pinout.png
(8 px per um) Pins as bars across the die edge, other pins in grey.
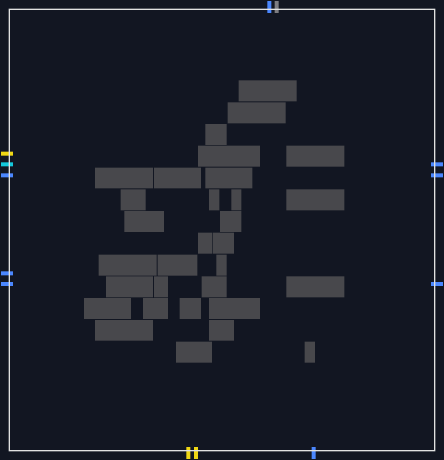
placed.png
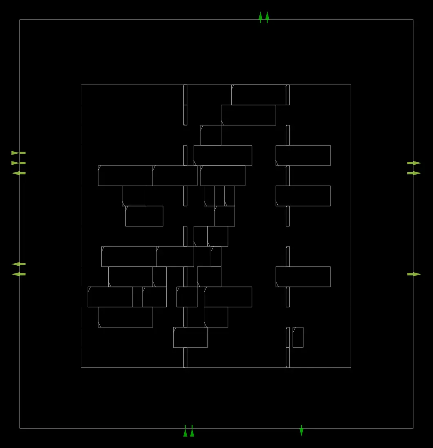
layers.png
(6 px per um) Only two layers are drawn.
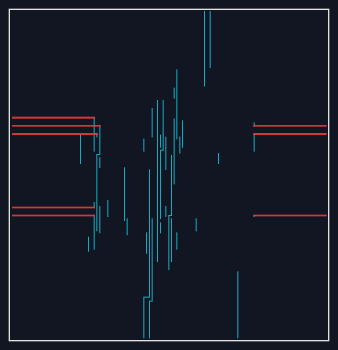
class_map.png
(4 px per um) Fill, decap, tap and diode cells in grey.
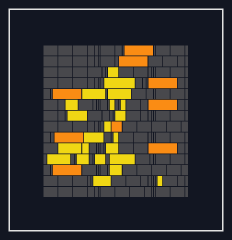
floorplan.png
(6 px per um) Pins as bars on the die edge.
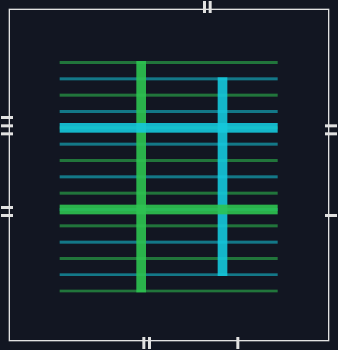
Design lfsr_fibonacci_checker_mask_select, sky130hd; sources not shown.
==> results.sh <==
# implementation run metrics
export IMPL_nNonClkInverters=1
export IMPL_setup_violations=2
export IMPL_fin_crit_sh_pct=106.2
export IMPL_critPathLaunchType="input pin"
export IMPL_path_cells="and4bb_1, a21oi_2, nand3_4, buf_12"
export IMPL_drtIter0Drc=0
export IMPL_dominant_cells="combinational gates"
export IMPL_n_sequential_cell=0
export IMPL_vias_per_cell=4.234
export IMPL_fmax_mhz=941.5
export IMPL_fillers=161
export IMPL_grt_pass1_vias=183
export IMPL_power_leader="combinational logic"
export IMPL_clkPwrFrac_pct=0
export IMPL_placed_area_sq_um=410.4
export IMPL_comb_share_pct=53.78
export IMPL_clkbuf_count=0
export IMPL_failed_checks="negative setup slack"
export IMPL_seqPwrFrac_pct=0
export IMPL_critPathMaxStageDelay_ns=0.20
export IMPL_power_w=0.0003331
export IMPL_syn_avg_cell_area_sq_um=6.210
export IMPL_io_pins=13
export IMPL_synthXorXnorAreaFrac_pct=5.224
export IMPL_overflow=0
export IMPL_met1_length_um=148
export IMPL_setup_ws_ns=-0.06218
export IMPL_wl_met3_um=104
export IMPL_grt_use_met2_pct=6.250
export IMPL_pg_comb_w=0.000333
export IMPL_mux_share_pct=0
export IMPL_ant_nets=0
export IMPL_critical_path_required_ns=0.70
export IMPL_place_gp_congestion=0.5663
export IMPL_status="finished with violations"
export IMPL_syn_instance_count=27
export IMPL_hpwl_um=459.3
export IMPL_whs_ns=0.3306
export IMPL_crit_path_max_fanout=11
export IMPL_critPathSlowestCell="and4bb_1"
export IMPL_dp_worst_setup_slack_ns=-0.1339
export IMPL_yosysChipArea_sq_um=167.7
Back to the opening pictures, pinout.png:
- blue: mask_o (pins 8; direction output; edge 3 left, 3 right, 1 top, 1 bottom)
- yellow: len_i (pins 3; direction input; edge 2 bottom, 1 left)
- cyan: n_taps_i (pins 1; direction input; edge left)
- all pins by edge: 5 left, 3 bottom, 3 right, 2 top
PortBufs: 0
chip height: 55 um
die x size: 53 um

Back to the opening pictures, placed.png:
standard-cell rows: 14
final core occ: 29.93%

Back to the opening pictures, layers.png:
- red: M3 (wire length 105 um)
- cyan: M2 (wire length 276 um)
gr usage total: 3.823%
vias after detailed routing: 199
Post-Route WL: 529 um

Back to the opening pictures, class_map.png:
- orange: remaining buffers and delay cells (cells 9; share of their area 43%)
- yellow: remaining logic cells (cells 22; share of their area 57%)
Seq area share: 0%
core area: 1384 sq um

Back to the opening pictures, floorplan.png:
- cyan: VDD
- green: VSS
- signal pins: 13
- met5 straps: 2
- rows: 14
Peak VDD IR: 0.2851 mV

synthesized netlist by cell type:
master | instances | area [sq um]
a21oi_1 | 3 | 15.01
a31oi_1 | 1 | 6.260
and2_1 | 1 | 6.260
and3_1 | 1 | 6.260
and4bb_1 | 1 | 12.51
buf_2 | 1 | 5.000
buf_4 | 3 | 22.52
buf_6 | 1 | 11.26
conb_1 | 1 | 3.750
inv_1 | 1 | 3.750
nand2b_1 | 1 | 6.260
nand3_1 | 2 | 10.01
nand3b_1 | 1 | 7.510
nand4b_1 | 1 | 8.760
nor2_1 | 2 | 7.510
nor2b_1 | 1 | 6.260
nor3_1 | 2 | 10.01
o21ai_0 | 1 | 5.000
o21ai_1 | 1 | 5.000
xor2_1 | 1 | 8.760
